==> run_1/flops_by_reg.png <==
The bar under the picture is 20 um long. Other sequential cells in the stronger gray, the rest of the logic in the fainter gray.
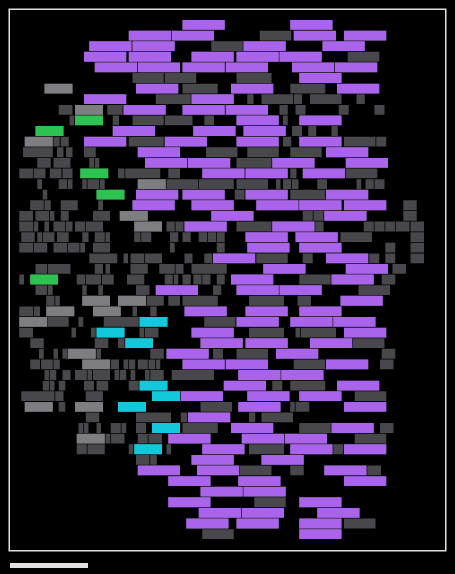
==> run_1/clocks.png <==
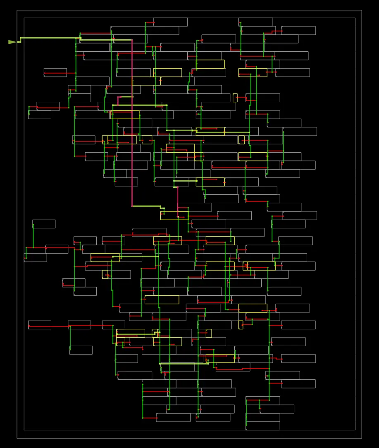
==> run_1/placement_by_type.png <==
Fill, decap, tap and diode cells in gray.
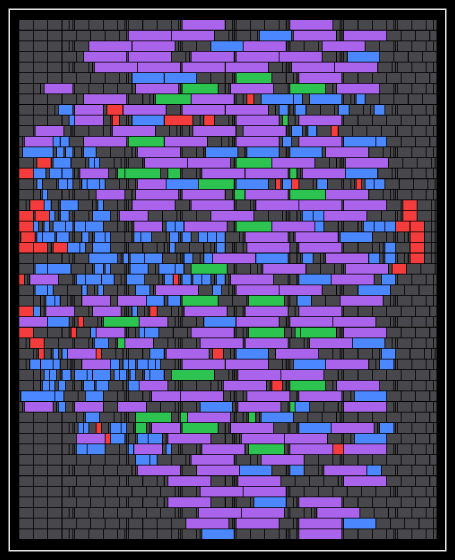
==> run_1/wires.png <==
The bar under the picture is 20 um long. Only two layers are drawn.
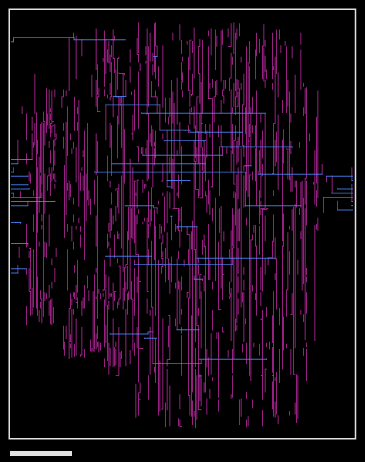
File: config.mk
export PLATFORM = sky130hd
export DESIGN_NAME = serdes_rx_fifo
export DESIGN_NICKNAME = d
export VERILOG_FILES = /design/src/rtl/serdes_rx_fifo.sv
export SDC_FILE = /design/constraint.sdc
export NUM_CORES = 1
export LEC_CHECK = 0
export CORE_ASPECT_RATIO = 1.25
export CORE_MARGIN = 2
export CORE_UTILIZATION = 45
export DETAILED_ROUTE_END_ITERATION = 10
export GPL_TIMING_DRIVEN = 0
export HOLD_SLACK_MARGIN = 0.15
export PLACE_DENSITY = 0.63
export SLEW_MARGIN = 10
export SYNTH_ARGS = -nofsm -noshare
export SYNTH_HDL_FRONTEND = slang
export SYNTH_SLANG_ARGS = --single-unit
File: constraint.sdc
create_clock -name clk -period 5 [get_ports clk]
set_clock_uncertainty 0.15 [all_clocks]
set_input_delay 0.75 -clock clk [delete_from_list [all_inputs] [get_ports clk]]
set_output_delay 0.75 -clock clk [all_outputs]
set_load 0.1 [all_outputs]
File: src/rtl/serdes_rx_fifo.sv
// Serial frame receiver: deserialises start/data/stop frames (LSB first)
// and queues completed words in a FIFO presented on a valid/ready output.
module serdes_rx_fifo #(
    parameter int DATA_WIDTH = 8,
    parameter int FIFO_DEPTH = 16
) (
    input  logic                          clk,
    input  logic                          rst,
    input  logic                          serial_in,
    input  logic                          serial_valid,
    output logic [DATA_WIDTH-1:0]         parallel_out,
    output logic                          valid_out,
    input  logic                          ready_in,
    output logic                          fifo_full,
    output logic                          fifo_empty,
    output logic [$clog2(FIFO_DEPTH):0]   fifo_count,
    output logic                          frame_error,
    output logic                          overflow
);

    localparam int AW = $clog2(FIFO_DEPTH);
    localparam int CW = (DATA_WIDTH > 1) ? $clog2(DATA_WIDTH) : 1;

    typedef enum logic [1:0] {IDLE, DATA, STOP} state_t;

    state_t                state, state_nx;
    logic [CW-1:0]         bit_cnt;
    logic [DATA_WIDTH-1:0] shift;

    logic [DATA_WIDTH-1:0] mem [FIFO_DEPTH];
    logic [AW:0]           wr_ptr, rd_ptr;

    logic stop_strobe, push_req, bad_stop, pop, do_push;

    assign stop_strobe = (state == STOP) && serial_valid;
    assign push_req    = stop_strobe && serial_in;
    assign bad_stop    = stop_strobe && !serial_in;

    always_ff @(posedge clk) begin
        if (rst) state <= IDLE;
        else     state <= state_nx;
    end

    // The FSM only advances on strobed cycles; gaps freeze it in place.
    always_comb begin
        state_nx = state;
        if (serial_valid) begin
            case (state)
                IDLE:    if (!serial_in) state_nx = DATA;
                DATA:    if (bit_cnt == CW'(DATA_WIDTH - 1)) state_nx = STOP;
                STOP:    state_nx = IDLE;
                default: state_nx = IDLE;
            endcase
        end
    end

    always_ff @(posedge clk) begin
        if (rst) begin
            bit_cnt <= '0;
            shift   <= '0;
        end else if (serial_valid) begin
            case (state)
                IDLE: if (!serial_in) bit_cnt <= '0;
                DATA: begin
                    shift[bit_cnt] <= serial_in;
                    bit_cnt        <= bit_cnt + CW'(1);
                end
                default: ;
            endcase
        end
    end

    // A push into a full FIFO is only allowed when the head is leaving in the same cycle.
    assign pop     = valid_out && ready_in;
    assign do_push = push_req && (!fifo_full || pop);

    always_ff @(posedge clk) begin
        if (do_push) mem[wr_ptr[AW-1:0]] <= shift;
    end

    always_ff @(posedge clk) begin
        if (rst) begin
            wr_ptr      <= '0;
            rd_ptr      <= '0;
            frame_error <= 1'b0;
            overflow    <= 1'b0;
        end else begin
            if (do_push) wr_ptr <= wr_ptr + 1'b1;
            if (pop)     rd_ptr <= rd_ptr + 1'b1;
            frame_error <= bad_stop;
            overflow    <= push_req && fifo_full && !pop;
        end
    end

    assign fifo_empty   = (wr_ptr == rd_ptr);
    assign fifo_full    = (wr_ptr[AW-1:0] == rd_ptr[AW-1:0]) && (wr_ptr[AW] != rd_ptr[AW]);
    assign fifo_count   = wr_ptr - rd_ptr;
    assign valid_out    = !fifo_empty;
    // Storage is not reset, so the head is masked to zero while nothing is queued.
    assign parallel_out = fifo_empty ? '0 : mem[rd_ptr[AW-1:0]];

endmodule

==> Changelog: implementation, run 1 <==
### Physical design

- Final Cycle Share: 86.4%
- Setup Fix Bufs, Post-CTS: 0
- Yosys stat area: 6510 sq um
- Post-DP HPWL: 8.42 mm
- Crit Path Max Fanout: 10
- Leakage: 0.00253 uW
- Layout area overhead: 15.7%
- RSZ-0062 raised after global routing: false
- P per Cell Area: 355 nW/um^2
- Hold WC Path Type: reg2reg
- Initial antenna violation count: 0
- Yosys Warn Count: 0
- Die width: 112 um
- Status: finished, final reports clean
- Post-synth top flop: edfxtp_1
- Hold Violations, Final: 0
- Cells after DPL: 580
- Max-area cell share: 59.0%
- Cell with the most instances after synthesis: edfxtp_1
- Setup WS pre-CTS: 1100 ps
- Post-route ant nets: 0
- FF+latch count, synth: 157
- Vias in the first global route: 3487
- # setup viols final: 0
- Yosys stat cell total: 381
- Bufs on Longest Clock Path: 2
- CTS root buffer: clkbuf_16
- Placed Instance Area: 6940 sq um
- Post-synth top area cell: edfxtp_1
- F_max: 231 MHz
- Post-cts hold buffer count: 0
- Req. time, crit path: 4100 ps
- Post-CTS Resized: 0
- Worst Tran Pin Value: 979 ps
- Critical Path AT: 3420 ps
- Initial Util: 45.6%
- Total gr overflow: 0
- Startpoint types: flip-flop
- DRC: 0
- Count of library flops with an enable pin: 128
- GP Congestion: 0.760
- Core Region: 14300 sq um
-- flops_by_reg.png (at the start) --
Key: mem = purple [placed flops 128]; shift = cyan [placed flops 8]; rd_ptr = green [placed flops 5]
Another 16 sequential cells are not colored.

-- clocks.png (at the start) --
Insertion Delay late pin: 410 ps
Power Clock: 1250 uW
Sink Count: 157
clkbuf count: 23
Num CTS Buffers: 17

-- placement_by_type.png (at the start) --
Key: other buffers and delay cells = red [cells 42]; clock drivers and dummy loads = green [cells 32]; flops = purple [cells 157]; combinational and other logic = blue [cells 203]

-- wires.png (at the start) --
Key: metal 3 = blue [wire length 580 um]; metal 2 = magenta [wire length 6690 um]

-- run 1: placed cells by master (no fill, tap or decap), types with 3 or more instances in the layout --
| master | n |
|---|---|
| nor2b_1 | 12 |
| edfxtp_1 | 128 |
| xnor2_1 | 7 |
| ha_1 | 11 |
| buf_2 | 5 |
| clkinv_2 | 5 |
| inv_1 | 13 |
| and3_1 | 11 |
| mux4_2 | 32 |
| nand2_1 | 3 |
| buf_4 | 4 |
| clkdlybuf4s50_1 | 21 |
| mux2i_1 | 18 |
| clkbuf_1 | 12 |
| nand3_1 | 4 |
| and2_1 | 5 |
| dfxtp_1 | 29 |
| nand4_1 | 4 |
| a21oi_1 | 9 |
| clkbuf_16 | 20 |
| nand3b_1 | 4 |
| a211oi_1 | 16 |
| nor2_1 | 24 |
-- run 1: power breakdown --
group	switching, uW	internal (uW)
registers	2.65	1400
logic	15.6	8.75
clock network	479	771
total	497	2180
-- run 1: layout make-up --
type,instances,area [sq um]
Sequential cell,157,4420
Clock buffer,23,512
Inverter,13,48.8
Timing Repair Buffer,21,210
Buffer,21,124
Fill cell,1180,6750
Clock inverter,9,78.8
Multi-Input combinational cell,190,1910
Tap cell,178,223
-- run 1: kinds of logic after synthesis --
group / after synthesis / synth area share, %
XOR/XNOR: 9 / 1.33
buffers and inverters: 34 / 2.65
flip-flops: 157 / 68.0
AND-OR/OR-AND: 35 / 3.88
AND/OR/NAND/NOR: 82 / 7.52
adder cells (fa/ha/maj): 12 / 2.42
multiplexers: 52 / 14.2
-- run 1: state kept, by name, indices dropped and copies added (netlist names), named ones only --
| signal | cells |
|---|---|
| rd_ptr | 5 |
| shift | 8 |
| overflow | 1 |
| frame_error | 1 |
| mem | 128 |
| state | 2 |
| wr_ptr | 5 |
| bit_cnt | 3 |
-- run 1: path summary, 6_finish.rpt --
check / slack, ps / end / cells after the start
min: 410 / rd_ptr[3]$_SDFFE_PP0N_ / 2
max: 680 / fifo_empty / 5
min reg2reg: 410 / rd_ptr[3]$_SDFFE_PP0N_ / 2
max reg2reg: 2170 / mem[1][2]$_DFFE_PP_ / 6
-- run 1: layer usage --
metal	vias to the layer above	routed length, um	GRT usage [%]
met5	-	0	0
met4	0	173	6.50
met3	11	580	4.03
met2	75	6690	29.5
met1	1697	5350	22.1
li1	1571	-	-
-- run 1: metrics by stage --
stage | utilization [%] | hold WS (ps)
2_1_floorplan | - | 341
3_3_place_gp | 48.6 | 378
3_5_place_dp | 48.6 | 389
4_1_cts | 52.7 | 397
5_1_grt | 52.7 | 444
6_report | 52.7 | 406
-- run 1: worst max-delay path: stages (launching register included) --
cell	delay, ps
dfxtp_1	410
inv_1	120
ha_1	340
nand4_1	200
nor2_1	660
clkdlybuf4s50_1	1270
==> run_1/clk_routes.png <==
The bar under the picture is 20 um long.
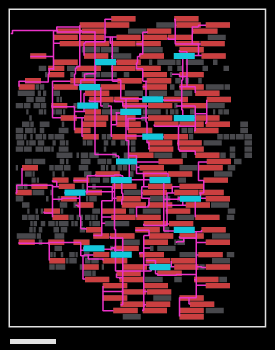

==> run 2, diff against run 1 <==
--- a/config.mk
+++ b/config.mk
@@ -12,6 +12,7 @@
 export GPL_TIMING_DRIVEN = 0
 export HOLD_SLACK_MARGIN = 0.15
 export PLACE_DENSITY = 0.63
+export RECOVER_POWER = 100
 export SLEW_MARGIN = 10
 export SYNTH_ARGS = -nofsm -noshare
 export SYNTH_HDL_FRONTEND = slang
==> run_2/clk_routes.png <==
The bar under the picture is 20 um long.
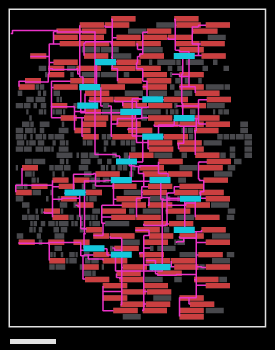
Key: flip-flops = red [count 157]; clock drivers = cyan [count 17]; clock wires = magenta [length 1650 um]
There are 18 routed clock nets.

==> run_2/placement_by_type.png <==
Fill, decap, tap and diode cells in gray.
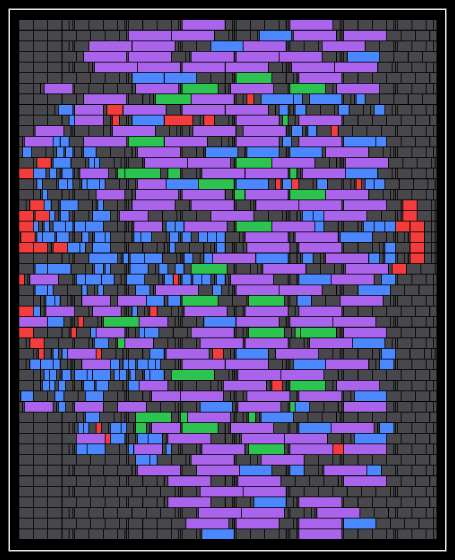
Key: flops = purple [cells 157]; other buffers and delay cells = red [cells 42]; combinational and other logic = blue [cells 203]; clock drivers and dummy loads = green [cells 32]
Core Region: 14300 sq um
Layout Utilization: 52.4%
Row Count: 49
post-route cell area: 7490 sq um

==> run_2/clocks.png <==
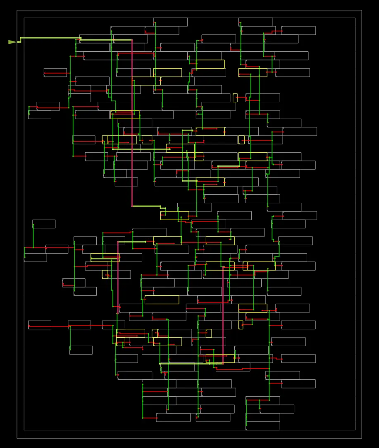
Flops: 157

==> run 2 against run 1 <==
Worst setup slack worse by 29 ps. Maximum frequency is 0.66% lower. Largest cell class unchanged. Via count is 0.42% lower. Count of clock-buffer cells in the layout stayed put. Wire length hardly changed. Global-route usage stayed put. Critical path depth stayed put. Utilization is 0.30 points lower. Highest routed layer unchanged. Synthesized area stayed put. Sequential share of layout area is 0.33 points higher. Sequential power hardly changed.
==> Changelog: implementation, run 2 <==
### Physical design

- Initial Util: 45.6% (unchanged)
- Top logic family: multiplexers (unchanged)
- Cell Chain, Critical Path: inv_1, ha_1, nand4_1, nor2_1, dlygate4sd3_1 (was inv_1, ha_1, nand4_1, nor2_1, clkdlybuf4s50_1)
- Count of library flops with an enable pin: 128 (unchanged)
- Num CTS Buffers: 17 (unchanged)
- Status: finished, final reports clean (unchanged)
- Vias in the first global route: 3487 (unchanged)
- Wire length on met2: 6.77 mm (was 6.69 mm)
- Setup Fix Bufs, Post-CTS: 0 (unchanged)
- Crit Path Max Fanout: 10 (unchanged)
- Simple share: 7.51% (unchanged)
- Cells after DPL: 580 (unchanged)
- P per Cell Area: 356 nW/um^2 (was 355 nW/um^2)
- RSZ-0062 raised after global routing: false (unchanged)
- Req. time, crit path: 4100 ps (about the same)
- Initial antenna violation count: 0 (unchanged)
- Cell with the most instances after synthesis: edfxtp_1 (unchanged)
- DRC: 0 (unchanged)
- Yosys stat area: 6510 sq um (unchanged)
- Critical Path AT: 3450 ps (was 3420 ps)
- Hold Violations, Final: 0 (unchanged)
- Reg2Reg Depth: 6 (unchanged)
- Hold depth: 2 (unchanged)
- Bufs on Longest Clock Path: 2 (unchanged)
- Yosys stat cell total: 381 (unchanged)
- Startpoint types: flip-flop (unchanged)
- Reg2reg setup slack: 1670 ps (was 2170 ps)
- Crit-path slowest cell: dlygate4sd3_1 (was clkdlybuf4s50_1)
- Fillcell total: 1188 (was 1180)
- Slowest cell delay on critical path: 1300 ps (was 1270 ps)
- Max reg flops: 128 (unchanged)
- Hold WC Path Type: reg2reg (unchanged)
- Insertion Delay late pin: 410 ps (about the same)
- Layout area overhead: 15.1% (was 15.7%)
- Die width: 112 um (unchanged)
- Leakage: 0.00257 uW (was 0.00253 uW)
- Top cells excl fill/tap: edfxtp_1 (128), mux4_2 (32), dfxtp_1 (29), nor2_1 (24) (was edfxtp_1 (128), mux4_2 (32), dfxtp_1 (29), nor2_1 (24), clkdlybuf4s50_1 (21))
[run 2: cell counts after synthesis]
Identical to the previous run, type by type.
[run 2: stage by stage]
step	power (uW)	instance area [sq um]	utilization [%]
3_3_place_gp	1450	6940	48.6
6_report	2670	7490	52.4
4_1_cts	2690	7530	52.7
5_1_grt	2750	7490	52.4
2_1_floorplan	1440	6510	-
3_5_place_dp	1450	6940	48.6
[run 2: final timing paths]
kind,start,to
max,wr_ptr[0]$_SDFFE_PP0P_,fifo_empty
min,rd_ptr[3]$_SDFFE_PP0N_,rd_ptr[3]$_SDFFE_PP0N_
max reg2reg,wr_ptr[0]$_SDFFE_PP0P_,mem[7][4]$_DFFE_PP_
min reg2reg,rd_ptr[3]$_SDFFE_PP0N_,rd_ptr[3]$_SDFFE_PP0N_
[run 2: cell families after synthesis]
| kind of cell | count (synthesis) |
|---|---|
| compound gates | 35 |
| xor+xnor | 9 |
| fa+ha+maj | 12 |
| buf+inv | 34 |
| flops | 157 |
| mux | 52 |
| simple gates | 82 |
[run 2: layer usage]
layer	up-vias	global-route usage (%)
met5	-	0
met4	0	6.50
met3	12	4.03
met2	71	29.5
met1	1686	22.1
li1	1571	-
[run 2: critical path: cells and delay by family, from the launching register on]
kind,cells,cell delay (ps)
adders and majority gates,1,340
and+or+nand+nor,2,850
buffers and inverters,2,1420
DFF,1,420
[run 2: power breakdown]
group	leakage [uW]	switching [uW]	internal (uW)	total, uW
clock network	0.000289	476	771	1250
logic	0.000848	14.6	7.85	22.4
registers	0.00143	2.58	1400	1400
[run 2: cell type report]
type | instances | area (sq um) | area share, %
flip-flops and latches | 157 | 4420 | 59.1
multi-input cells | 190 | 1870 | 25.0
clock buffers | 23 | 512 | 6.83
well taps | 178 | 223 | 2.97
repair buffers | 21 | 210 | 2.81
plain buffers | 21 | 124 | 1.65
clock inverters | 9 | 78.8 | 1.05
inverters | 13 | 48.8 | 0.651
==> run_2/flops_by_reg.png <==
The bar under the picture is 20 um long. Other sequential cells in the stronger gray, the rest of the logic in the fainter gray.
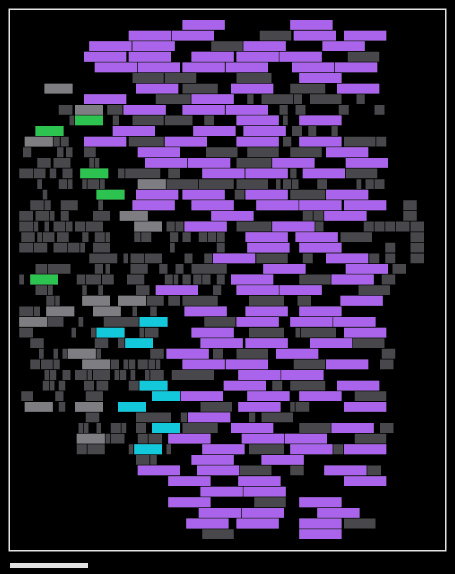

==> run 3, diff against run 2 <==
--- a/config.mk
+++ b/config.mk
@@ -8,11 +8,12 @@
 export CORE_ASPECT_RATIO = 1.25
 export CORE_MARGIN = 2
 export CORE_UTILIZATION = 45
+export CTS_BUF_LIST = sky130_fd_sc_hd__clkbuf_4 sky130_fd_sc_hd__clkbuf_8 sky130_fd_sc_hd__clkbuf_16
 export DETAILED_ROUTE_END_ITERATION = 10
 export GPL_TIMING_DRIVEN = 0
 export HOLD_SLACK_MARGIN = 0.15
 export PLACE_DENSITY = 0.63
-export RECOVER_POWER = 100
+export SKIP_CTS_REPAIR_TIMING = 1
 export SLEW_MARGIN = 10
 export SYNTH_ARGS = -nofsm -noshare
 export SYNTH_HDL_FRONTEND = slang
==> run_3/flops_by_reg.png <==
The bar under the picture is 20 um long. Other sequential cells in the stronger gray, the rest of the logic in the fainter gray.
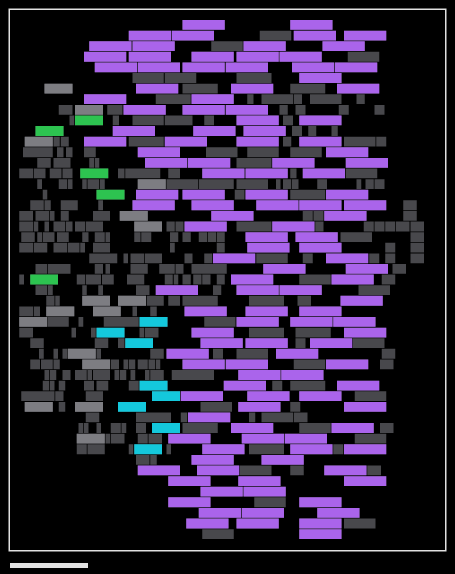
Key: shift = cyan [placed flops 8]; rd_ptr = green [placed flops 5]; mem = purple [placed flops 128]

==> run_3/placement_by_type.png <==
Fill, decap, tap and diode cells in gray.
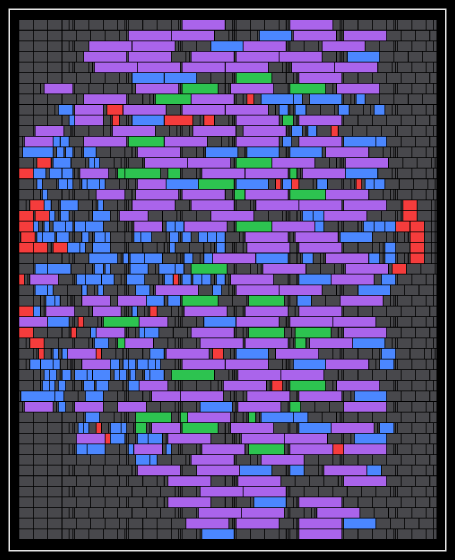
Key: other buffers and delay cells = red [cells 42]; combinational and other logic = blue [cells 203]; clock drivers and dummy loads = green [cells 32]; flops = purple [cells 157]

==> run_3/clocks.png <==
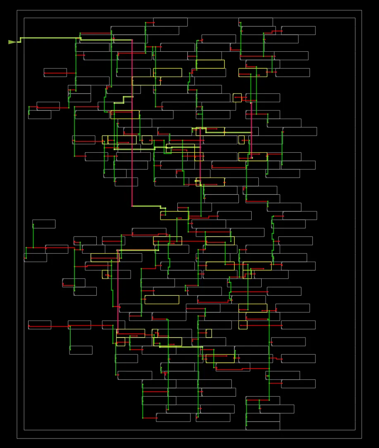
Power Clock: 1270 uW

==> run 3 against run 2 <==
Non-clock buffer count unchanged. Utilization increased by 0.38 points. Via count grew 1.0%. Worst setup slack worse by 8.6 ps. Final cell count is the same. Hold slack gained 16 ps. Global-route usage is essentially flat. Sequential share of layout area shrank 0.42 points. Highest routed layer unchanged. Register-to-register slack better by 500 ps. Critical path type unchanged.
==> Changelog: implementation, run 3 <==
### Physical design

- Status: finished, final reports clean (unchanged)
- Cell with the most instances after synthesis: edfxtp_1 (unchanged)
- Req. time, crit path: 4100 ps (about the same)
- Top cells excl fill/tap: edfxtp_1 (128), mux4_2 (32), dfxtp_1 (29), nor2_1 (24), clkdlybuf4s50_1 (21) (was edfxtp_1 (128), mux4_2 (32), dfxtp_1 (29), nor2_1 (24))
- F_max: 229 MHz (was 230 MHz)
- Initial Util: 45.6% (unchanged)
- Crit Path Max Fanout: 10 (unchanged)
- Final Cycle Share: 87.2% (was 87.0%)
- Max-area cell share: 59.0% (unchanged)
- Slew margin rel.: 34.6% (was 33.8%)
- Total gr overflow: 0 (unchanged)
- Reg2Reg Depth: 6 (unchanged)
- Insertion Delay late pin: 410 ps (about the same)
- Hold depth: 2 (unchanged)
- Sink Count: 157 (unchanged)
- Worst Tran Pin Value: 978 ps (was 989 ps)
- Layout area overhead: 15.9% (was 15.1%)
- Most frequent logic cell in the layout: edfxtp_1 (unchanged)
- Row Count: 49 (unchanged)
- Die width: 112 um (unchanged)
- Cell Chain, Critical Path: inv_1, ha_1, nand4_1, nor2_1, clkdlybuf4s50_1 (was inv_1, ha_1, nand4_1, nor2_1, dlygate4sd3_1)
- P per Cell Area: 357 nW/um^2 (was 356 nW/um^2)
- Cells after DPL: 580 (unchanged)
- Post-DP HPWL: 8.42 mm (unchanged)
- Worst Hold Path EP: rd_ptr[3]$_SDFFE_PP0N_ (unchanged)
- Nets: 438 (unchanged)
- Hold WC Path Type: reg2reg (unchanged)
- Critical Path AT: 3460 ps (was 3450 ps)
- FF+latch count, synth: 157 (unchanged)
- Post-synth top flop: edfxtp_1 (unchanged)
- Yosys Warn Count: 0 (unchanged)
- Crit-path slowest cell: clkdlybuf4s50_1 (was dlygate4sd3_1)
- Hold Violations, Final: 0 (unchanged)
- Hold Crit Start: rd_ptr[3]$_SDFFE_PP0N_ (unchanged)
- Fillcell total: 1178 (was 1188)
- Max reg flops: 128 (unchanged)
- Core Region: 14300 sq um (unchanged)
- First-pass GRT wire length: 19.9 mm (about the same)
- Num CTS Buffers: 17 (unchanged)
- Yosys stat cell total: 381 (unchanged)
- Slowest cell delay on critical path: 1270 ps (was 1300 ps)
- Max Cap Viol: 0 (unchanged)
- DRC: 0 (unchanged)
- GP Congestion: 0.760 (unchanged)
- R2R Path Start: wr_ptr[0]$_SDFFE_PP0P_ (unchanged)
- FF-to-FF End: mem[3][1]$_DFFE_PP_ (was mem[7][4]$_DFFE_PP_)
- Top cells, area: edfxtp_1 (59%), mux4_2 (11%), dfxtp_1 (8.9%), mux2i_1 (2.8%), ha_1 (2.1%) (unchanged)
- Count of library flops with an enable pin: 128 (unchanged)
- Bufs on Longest Clock Path: 2 (unchanged)
- Leakage: 0.00254 uW (was 0.00257 uW)
- Port Buffers: 21 (unchanged)
- Post-route ant nets: 0 (unchanged)
- Startpoint types: flip-flop (unchanged)
- CTS root buffer: clkbuf_16 (unchanged)
- Vias in the first global route: 3484 (was 3487)
- # setup viols final: 0 (unchanged)
- Finished Layout Cells: 612 (unchanged)
- Worst hold slack: 406 ps (was 390 ps)
## run 3: worst max-delay path by stage
stage               depth (start not counted)                    from  slack [ps]               to
finish                                      5  wr_ptr[0]$_SDFFE_PP0P_         640       fifo_empty
global route                                5  wr_ptr[0]$_SDFFE_PP0P_         480       fifo_empty
CTS                                         5  wr_ptr[0]$_SDFFE_PP0P_         650       fifo_empty
detailed placement                          5  wr_ptr[0]$_SDFFE_PP0P_        1100       fifo_empty
global placement                            5  wr_ptr[0]$_SDFFE_PP0P_        1160       fifo_empty
floorplan                                   5  wr_ptr[0]$_SDFFE_PP0P_         320  parallel_out[0]
## run 3: through the flow
| step | cell area (sq um) | power (uW) | setup WS [ps] | utilization (%) |
|---|---|---|---|---|
| 6_report | 7540 | 2690 | 641 | 52.8 |
| 5_1_grt | 7540 | 2770 | 476 | 52.8 |
| 4_1_cts | 7540 | 2710 | 646 | 52.8 |
| 3_5_place_dp | 6940 | 1450 | 1100 | 48.6 |
| 3_3_place_gp | 6940 | 1450 | 1160 | 48.6 |
| 2_1_floorplan | 6510 | 1440 | 318 | - |
## run 3: worst max-delay path: cells and delay by family (launching register included)
family,cells,cell delay [ps]
simple gates,2,890
fa+ha+maj,1,340
flops,1,410
buf+inv,2,1390
## run 3: logic make-up after synthesis
group                    synth area share, %
AND-OR/OR-AND                           3.88
XOR/XNOR                                1.33
adder cells (fa/ha/maj)                 2.42
buffers and inverters                   2.65
flip-flops                              68.0
multiplexers                            14.2
AND/OR/NAND/NOR                         7.52
## run 3: per-layer routing
layer / up-vias / track usage, % / wire length [um]
met5: - / 0 / 0
met2: 53 / 29.5 / 6780
met3: 15 / 4.03 / 336
li1: 1578 / - / -
met4: 0 / 6.50 / 221
met1: 1729 / 22.1 / 5520
## run 3: cell type report
cell class | count | area [sq um] | share of cell area (%)
clock buffer | 23 | 523 | 6.93
tap | 178 | 223 | 2.95
inverter | 13 | 48.8 | 0.647
buffer | 21 | 124 | 1.64
clock inverter | 9 | 78.8 | 1.04
multi-input combinational | 190 | 1910 | 25.4
sequential | 157 | 4420 | 58.6
timing repair buffer | 21 | 210 | 2.79
## run 3: report_power, final
group	total (uW)	switching [uW]	internal (uW)
registers	1400	2.64	1400
logic	24.3	15.5	8.75
clock network	1270	482	787
Power and IR drop assume default switching activity.
